--- src/rtl/imem_boot_loader.sv ---
// imem_boot_loader: receives a program as a byte stream, packs the bytes into
// little-endian 32-bit words, writes them sequentially into instruction memory
// and keeps the core in reset until the whole image has been written.
module imem_boot_loader #(
    parameter int unsigned DEPTH      = 1024,
    parameter int unsigned ADDR_WIDTH = 10
) (
    input  logic                  clk,
    input  logic                  reset,
    input  logic                  in_valid,
    input  logic [7:0]            in_byte,
    output logic                  in_ready,
    input  logic                  in_restart,
    output logic                  out_imem_write_enable,
    output logic [ADDR_WIDTH-1:0] out_imem_addr,
    output logic [31:0]           out_imem_data,
    output logic                  out_core_reset,
    output logic                  out_done,
    output logic                  out_error,
    output logic [ADDR_WIDTH:0]   out_word_count
);

    localparam int unsigned CNT_W  = ADDR_WIDTH + 1;
    localparam int unsigned WORD_W = 32;

    typedef enum logic [2:0] {
        S_HEADER = 3'd0,
        S_LOAD   = 3'd1,
        S_WRITE  = 3'd2,
        S_DONE   = 3'd3,
        S_ERROR  = 3'd4
    } state_e;

    state_e state_q, state_d;

    logic [1:0]            byte_cnt_q, byte_cnt_d;
    logic [23:0]           part_q, part_d;       // lanes 0..2 of the word in flight
    logic [CNT_W-1:0]      word_cnt_q, word_cnt_d;
    logic [CNT_W-1:0]      len_q, len_d;
    logic                  we_q, we_d;
    logic [ADDR_WIDTH-1:0] addr_q, addr_d;
    logic [WORD_W-1:0]     data_q, data_d;
    logic                  core_rst_q, core_rst_d;
    logic                  done_q, done_d;
    logic                  err_q, err_d;

    logic                  xfer_c;
    logic                  last_byte_c;
    logic [WORD_W-1:0]     word_c;
    logic [CNT_W-1:0]      word_cnt_inc_c;

    // Handshake and word assembly helpers; word_c is only meaningful on lane 3.
    assign in_ready       = (state_q == S_HEADER) || (state_q == S_LOAD);
    assign xfer_c         = in_valid && in_ready;
    assign last_byte_c    = xfer_c && (byte_cnt_q == 2'd3);
    assign word_c         = {in_byte, part_q};
    assign word_cnt_inc_c = word_cnt_q + CNT_W'(1);

    // State register.
    always_ff @(posedge clk or negedge reset) begin
        if (!reset) begin
            state_q <= S_HEADER;
        end else begin
            state_q <= state_d;
        end
    end

    // Next-state logic; restart overrides everything.
    always_comb begin
        state_d = state_q;
        if (in_restart) begin
            state_d = S_HEADER;
        end else begin
            case (state_q)
                S_HEADER: begin
                    if (last_byte_c) begin
                        if (word_c == '0) begin
                            state_d = S_DONE;
                        end else if (word_c > WORD_W'(DEPTH)) begin
                            state_d = S_ERROR;
                        end else begin
                            state_d = S_LOAD;
                        end
                    end
                end
                S_LOAD: begin
                    if (last_byte_c) begin
                        state_d = S_WRITE;
                    end
                end
                S_WRITE: begin
                    state_d = (word_cnt_inc_c == len_q) ? S_DONE : S_LOAD;
                end
                S_DONE:  state_d = S_DONE;
                S_ERROR: state_d = S_ERROR;
                default: state_d = S_HEADER;
            endcase
        end
    end

    // Datapath and registered outputs; status flags follow the next state.
    always_comb begin
        byte_cnt_d = byte_cnt_q;
        part_d     = part_q;
        word_cnt_d = word_cnt_q;
        len_d      = len_q;
        we_d       = 1'b0;
        addr_d     = addr_q;
        data_d     = data_q;
        core_rst_d = (state_d != S_DONE);
        done_d     = (state_d == S_DONE);
        err_d      = (state_d == S_ERROR);

        if (in_restart) begin
            byte_cnt_d = '0;
            part_d     = '0;
            word_cnt_d = '0;
        end else begin
            if (xfer_c) begin
                byte_cnt_d = byte_cnt_q + 2'd1;
                case (byte_cnt_q)
                    2'd0:    part_d[7:0]   = in_byte;
                    2'd1:    part_d[15:8]  = in_byte;
                    2'd2:    part_d[23:16] = in_byte;
                    default: part_d        = part_q;
                endcase
            end
            if ((state_q == S_HEADER) && last_byte_c) begin
                len_d = CNT_W'(word_c);
            end
            // Strobe is launched on the edge that takes byte 3, so it is high in S_WRITE.
            if ((state_q == S_LOAD) && last_byte_c) begin
                we_d   = 1'b1;
                addr_d = word_cnt_q[ADDR_WIDTH-1:0];
                data_d = word_c;
            end
            if (state_q == S_WRITE) begin
                word_cnt_d = word_cnt_inc_c;
            end
        end
    end

    // Datapath and output registers.
    always_ff @(posedge clk or negedge reset) begin
        if (!reset) begin
            byte_cnt_q <= '0;
            part_q     <= '0;
            word_cnt_q <= '0;
            len_q      <= '0;
            we_q       <= 1'b0;
            addr_q     <= '0;
            data_q     <= '0;
            core_rst_q <= 1'b1;
            done_q     <= 1'b0;
            err_q      <= 1'b0;
        end else begin
            byte_cnt_q <= byte_cnt_d;
            part_q     <= part_d;
            word_cnt_q <= word_cnt_d;
            len_q      <= len_d;
            we_q       <= we_d;
            addr_q     <= addr_d;
            data_q     <= data_d;
            core_rst_q <= core_rst_d;
            done_q     <= done_d;
            err_q      <= err_d;
        end
    end

    assign out_imem_write_enable = we_q;
    assign out_imem_addr         = addr_q;
    assign out_imem_data         = data_q;
    assign out_core_reset        = core_rst_q;
    assign out_done              = done_q;
    assign out_error             = err_q;
    assign out_word_count        = word_cnt_q;

endmodule

--- config.mk ---
export PLATFORM = sky130hd
export DESIGN_NAME = imem_boot_loader
export DESIGN_NICKNAME = d
export VERILOG_FILES = /design/src/rtl/imem_boot_loader.sv
export SDC_FILE = /design/constraint.sdc
export NUM_CORES = 1
export LEC_CHECK = 0
export CELL_PAD_IN_SITES_DETAIL_PLACEMENT = 1
export CELL_PAD_IN_SITES_GLOBAL_PLACEMENT = 2
export CORE_UTILIZATION = 35
export CTS_CLUSTER_DIAMETER = 30
export DETAILED_ROUTE_END_ITERATION = 7
export PLACE_DENSITY_LB_ADDON = 0.1
export SETUP_SLACK_MARGIN = 0.05
export SLEW_MARGIN = 15
export SYNTH_ARGS = -nofsm -noshare
export SYNTH_HDL_FRONTEND = slang
export SYNTH_SLANG_ARGS = --single-unit
export TNS_END_PERCENT = 30
--- constraint.sdc ---
create_clock -name clk -period 2.3 [get_ports clk]
set_input_delay 0.575 -clock clk [delete_from_list [all_inputs] [get_ports clk]]
set_output_delay 0.575 -clock clk [all_outputs]
set_load 0.03 [all_outputs]
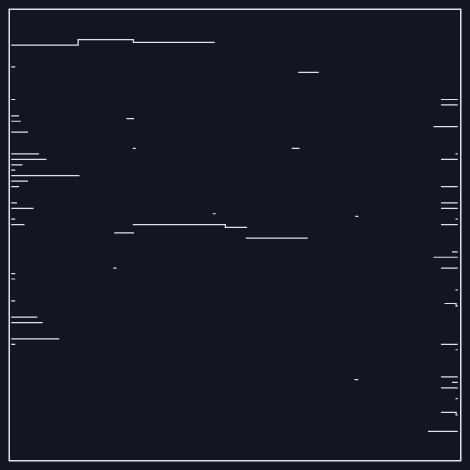
*Met3 routing, run 1*
Scale: 4 px per um.
The longest straight run is 23.0 um. 49 nets have wire on it. The layer holds 2.6% of the routed length.

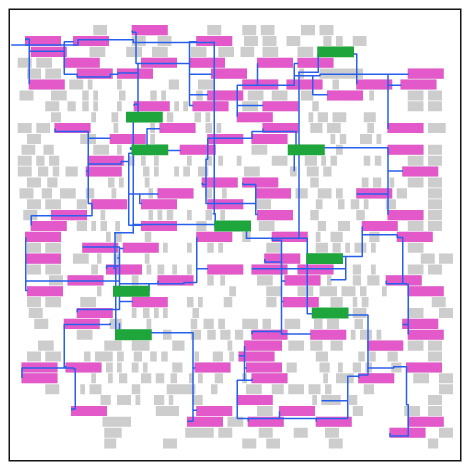
*Clock distribution, run 1*
Scale: 4 px per um.
cells driving clock nets: marked green, count 9. flip-flops: marked magenta, count 97. clock wires: marked blue, length 1230 um.
There are 10 routed clock nets. Position of the flops: spread over the die.
Clk pwr share: 0.427
clock-net power: 0.00151 W
Late-Pin Clk Latency: 0.34 ns

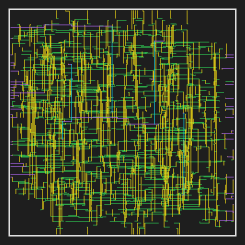
*Routed metal, one color a layer, run 1*
Scale: 2 px per um.
met4: marked cyan, wire length 163 um. met1: marked green, wire length 4660 um. met2: marked yellow, wire length 5490 um. met3: marked purple, wire length 273 um.

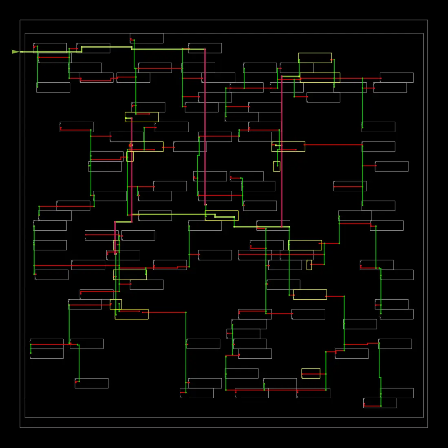
*The clock network, run 1*
clock buf count: 11
flip-flops: 97

==> flow_metrics.tcl, run 1 <==
# flow metrics
set metrics [dict create \
    crit_buf_inv 2 \
    ff2ff_setup_slack_ns 0.16 \
    synth_top_area_share 0.562 \
    adder_share 0.0146 \
    track_usage 0.184 \
    timing.final.max_slew_violations 0 \
    dieHeight_um 112 \
    yosys_warnings 0 \
    cts_sinks 97 \
    numCtsBuffers 9 \
    place_inst 600 \
    flop_cell "dfrtp_1" \
    routabilityCongestion 0.746 \
    critPathKind "reg2out" \
    cts_buffer_depth 2 \
    via_per_inst 5.09 \
    aoi_share 0.0618 \
    largest_cell_class "registers" \
    yosysSeqAreaShare 0.569 \
    max_freq_mhz 456 \
    cts_setup_buffers 0 \
    wl_per_cell_um 17.2 \
    nFillCells 1276 \
    fin_nets 485 \
    ys_sh_simple 0.145 \
    htree_levels 3 \
    ys_cells 377 \
    syn_area_per_cell_um2 11.3 \
    cts-root-buf "clkbuf_16" \
    worstHoldPathType "in2async" \
    most_common_cell "dfrtp_1" \
    reg2reg_to "out_core_reset" \
    hold_buffers 0 \
    cts_resized 1 \
    cp-startpoint "out_word_count[6]" \
    crit_slowest_cell "clkdlybuf4s50_1" \
    status "completed" \
    post-route-worst-setup-slack_ns 0.106 \
    whs_ns 0.165 \
    fin_crit_ns 2.19 \
    power.density_mw_per_mm2 629 \
    maxCapViolCount 0 \
    vdd_ir_drop_max_v 0.000256 \
    r2r_start "out_word_count[0]" \
    path_clk_slew_ns 0.07 \
    rsz0062_at_grt "yes" \
    vias 3134 \
    seq_area_mm2 0.00243 \
    edf_count 0 \
    antenna_left 0 \
    hold_viol 0 \
    leakage_nw 2.58 \
    bufAreaShareNonClock 0.170 \
    die-area_mm2 0.0127 \
    n_tap_cell 143 \
    grt_max_degree 49 \
    io_buffer_count 69 \
    synthArstFlopShare 1.00 \
    synth_nets 394 \
    drive_above_1_share 0.224 \
    logic_gates 257 \
    antenna_found_initial 0 \
    synthCells 377 \
    num_rows 39 \
    cp-end-kind "primary output" \
    utilization 0.481 \
    p_total_w 0.00352 \
    mux_share 0.142 \
    ios 70 \
    dpl.hpwl_mm 7.82 \
    initial_core_util 0.366 \
    ys_area_mm2 0.00427 \
    cp.required_ns 1.73 \
    cp_max_fo 5 \
    skew_ns 0.00739 \
    grt_pass1_vias 3394 \
    seq-cell-share 0.433 \
    warnings 30 \
    drt_iter0_drc 62 \
    rr_worst_depth 8 \
    fin_cells 616 \
    max_slew_margin 0.720 \
    clkCellAreaFrac 0.0529 \
    post-route-period-util 0.954 \
    ys_sh_xor 0.0410 \
]
[run 1: registers in the layout, indices dropped and copies added, names as in the netlist]
register,count
out_imem_addr,10
part_q,24
out_word_count,11
state_q,3
out_imem_data,32
out_error,1
out_core_reset,1
out_done,1
byte_cnt_q,2
out_imem_write_enable,1
len_q,11
[run 1: metrics by stage]
step                      cell area [um2]  TNS [ns]
after floorplan                      4270         0
after global routing                 5610         0
after detailed placement             5300    -0.105
after global placement               5300    -0.245
final                                5610         0
after CTS                            5600         0
[run 1: layout by cell type (no fill, tap or decap), types with 4 or more instances in the layout]
cell type        count
nor2_1              16
buf_4               28
dfrtp_1             96
a21oi_1             34
nor4_1               6
clkdlybuf4s50_1     66
xnor2_1             11
mux2_2              53
nor3_1               6
nand2_1             62
nand3_1             12
xor2_1               9
ha_1                 5
and3_1               5
o21ai_0              6
or3_1                6
clkbuf_16            9
inv_1                4
[run 1: power breakdown]
group	internal, W	switching, W
Clock	0.000872	0.000634
Sequential	0.00174	0.0000383
Combinational	0.0000970	0.000144
[run 1: how the worst max path moves through the flow]
stage,end,slack (ns),cells past startpoint
2_1_floorplan,out_imem_data[24],0.14,6
3_3_place_gp,out_core_reset,-0.03,7
3_5_place_dp,out_core_reset,-0.11,7
4_1_cts,out_word_count[8],0.08,1
5_1_grt,out_core_reset,0.04,8
6_report,out_word_count[6],0.11,2
[run 1: worst reg2reg max path, delay by kind of cell (launching register included)]
family	cells	cell delay, ns
flip-flops	1	0.40
adder cells (fa/ha/maj)	1	0.26
buffers and inverters	1	0.15
AND/OR/NAND/NOR	3	0.72
AND-OR/OR-AND	3	0.54
[run 1: per-layer routing]
layer,track usage,vias up,share of wire
met3,0.0275,13,0.026
met1,0.224,1572,0.44
met4,0.0702,0,0.015
li1,-,1492,-
met2,0.328,57,0.52
met5,0,-,0
### Logic cells by family, run 1

Scale: 2 px per um.
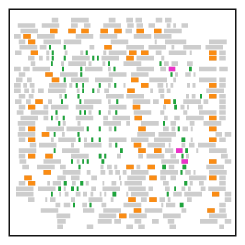

--- run 2 (diff from run 1) ---
Settings changed: TNS_END_PERCENT 30 to default.
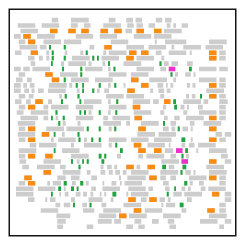
*Logic cells by family, run 2*
Scale: 2 px per um.
multiplexers: marked orange, cells 54, where spread over the die. AND-OR and OR-AND gates: marked magenta, cells 3. NAND gates: marked green, cells 79.
fraction of area in multi-input gates: 0.309
most frequent logic cell in the layout: dfrtp_1

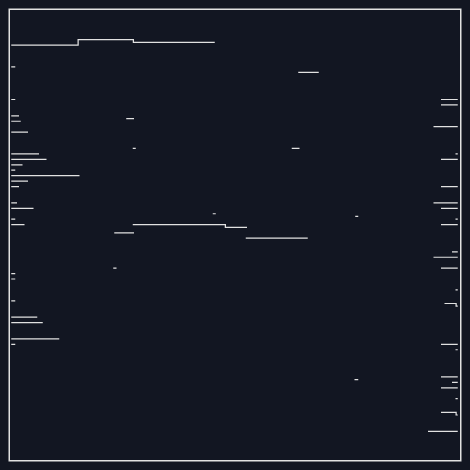
*Met3 routing, run 2*
Scale: 4 px per um.
The layer holds 2.6% of the routed length. 49 nets have wire on it. The wires run mostly horizontal.
vias: 3134
routed wire length: 10.6 mm

==> run 2 against run 1 <==
- first-iteration DRC count stayed put
- global-route usage did not move
- total power did not move
- sequential share of layout area is essentially flat
- setup slack better by 0.041 ns
- maximum frequency is 1.9% higher
- clock skew did not move
- worst hold slack is the same
- via count unchanged
- count of clock-buffer cells in the layout unchanged
==> flow_metrics.tcl, run 2 <==
# flow metrics
set metrics [dict create \
    maxCapViolCount 0 \
    cts-root-buf "clkbuf_16" \
    placed_area_mm2 0.00530 \
    skew_ns 0.00739 \
    place_inst 600 \
    crit_slowest_cell "clkdlybuf4s50_1" \
    yosysSeqAreaShare 0.569 \
    grt_max_degree 49 \
    ys_area_mm2 0.00427 \
    worstHoldPathType "in2async" \
    post-route-period-util 0.936 \
    yosys_warnings 0 \
    track_usage 0.184 \
    grt_pass1_wl_mm 17.8 \
    cp-end-kind "primary output" \
    routabilityCongestion 0.746 \
    die-area_mm2 0.0127 \
    utilization 0.481 \
    fin_cells 616 \
    power.density_mw_per_mm2 629 \
    dpl.hpwl_mm 7.82 \
    synth_area_mm2 0.00427 \
    edf_count 0 \
    dieHeight_um 112 \
    numCtsBuffers 9 \
    cp_max_fo 7 \
    leakage_nw 2.60 \
    hold_buffers 0 \
    antenna_left 0 \
    mux_share 0.142 \
    critPathKind "reg2out" \
    synth_flops 97 \
    cp.required_ns 1.73 \
    ys_sh_simple 0.145 \
    htree_levels 3 \
    ios 70 \
    max_slew_margin 0.720 \
    antenna_found_initial 0 \
    path_clk_slew_ns 0.07 \
    grt_pass1_vias 3394 \
    status "completed" \
    drt_iter0_drc 62 \
    drive_above_1_share 0.224 \
    cts_buffer_depth 2 \
    die_x_um 112 \
    via_per_inst 5.09 \
    fin_nets 485 \
    most_common_cell "dfrtp_1" \
    vdd_ir_drop_max_v 0.000256 \
    adder_share 0.0146 \
    synth_top_area_share 0.562 \
    synth_nets 394 \
    synthArstFlopShare 1.00 \
    stdcell_area_mm2 0.00561 \
    wl_per_cell_um 17.2 \
    cts_sinks 97 \
    tightest_slew_ns 0.420 \
    io_buffer_count 69 \
    rsz0062_at_grt "yes" \
    initial_core_util 0.366 \
    max_freq_mhz 464 \
    cts_setup_buffers 0 \
    most-common-layout-cells "96 x dfrtp_1, 65 x clkdlybuf4s50_1, 62 x nand2_1" \
    warnings 30 \
    gr-total-overflow 0 \
    synthCells 377 \
    arrival_ns 1.58 \
    largest_reg_flops 32 \
    ys_types 42 \
    aoi_share 0.0618 \
    ys_sh_xor 0.0410 \
    timing.final.max_slew_violations 0 \
    crit_buf_inv 1 \
    coreArea_mm2 0.0117 \
    flop_cell "dfrtp_1" \
    post-route-worst-setup-slack_ns 0.147 \
    clock_latency_ns 0.34 \
    hold_viol 0 \
    area_leaders "dfrtp_1 56%, mux2_2 14%, nand2_1 5.4%" \
    syn_area_per_cell_um2 11.3 \
    totalNegativeSetupSlack_ns 0 \
    fin_crit_ns 2.15 \
    ys_cells 377 \
    num_rows 39 \
]
==> run 2: cell count changes in the layout (fill, tap and decap cells not counted), sizes merged <==
cell	delta
dlymetal6s2s	+1
clkdlybuf4s50	-1
==> run 2: timing repair <==
item,CTS,global route
endpoints found under the hold margin,0,0
setup endpoints to repair,1,3
gates resized,1,3
==> run 2: per-layer routing <==
metal | vias up | track usage | wire, um
li1 | 1492 | - | -
met1 | 1572 | 0.224 | 4660
met2 | 57 | 0.328 | 5490
met3 | 13 | 0.0275 | 274
met4 | 0 | 0.0702 | 162
met5 | - | 0 | 0
==> run 2: final timing paths <==
check | startpoint | endpoint | slack, ns | cells past startpoint
worst max register to register | out_word_count[0] | out_core_reset | 0.16 | 8
worst min-delay path | reset | out_imem_addr[0] | 0.16 | 1
worst min register to register | out_imem_addr[8] | out_imem_addr[8] | 0.50 | 1
worst max-delay path | out_word_count[4] | out_word_count[4] | 0.15 | 1
min in group clk | out_imem_addr[8] | out_imem_addr[8] | 0.50 | 1
max in group asynchronous | reset | out_imem_addr[9] | 1.50 | 2
==> run 2: per-stage QoR <==
stage          total power (W)  hold WS (ns)
6_report               0.00352         0.165
5_1_grt                0.00368         0.191
4_1_cts                0.00359         0.172
3_5_place_dp           0.00206         0.495
3_3_place_gp           0.00205         0.489
2_1_floorplan          0.00191         0.279
==> run 2: final cells by class <==
cell class                      instances  area (um2)
Sequential cell                        97        2430
Clock buffer                           11         243
Timing Repair Buffer                   99         955
Tap cell                              143         179
Inverter                                4        15.0
Clock inverter                          5        53.8
Fill cell                            1275        6050
Multi-Input combinational cell        257        1730
==> run 2: power by group <==
part	leakage [nW]	switching (W)	internal, W
Clock	0.150	0.000634	0.000872
Sequential	1.34	0.0000383	0.00174
Combinational	1.11	0.000144	0.0000970
Power figures rest on the tool's default switching activity, not on a simulated workload.
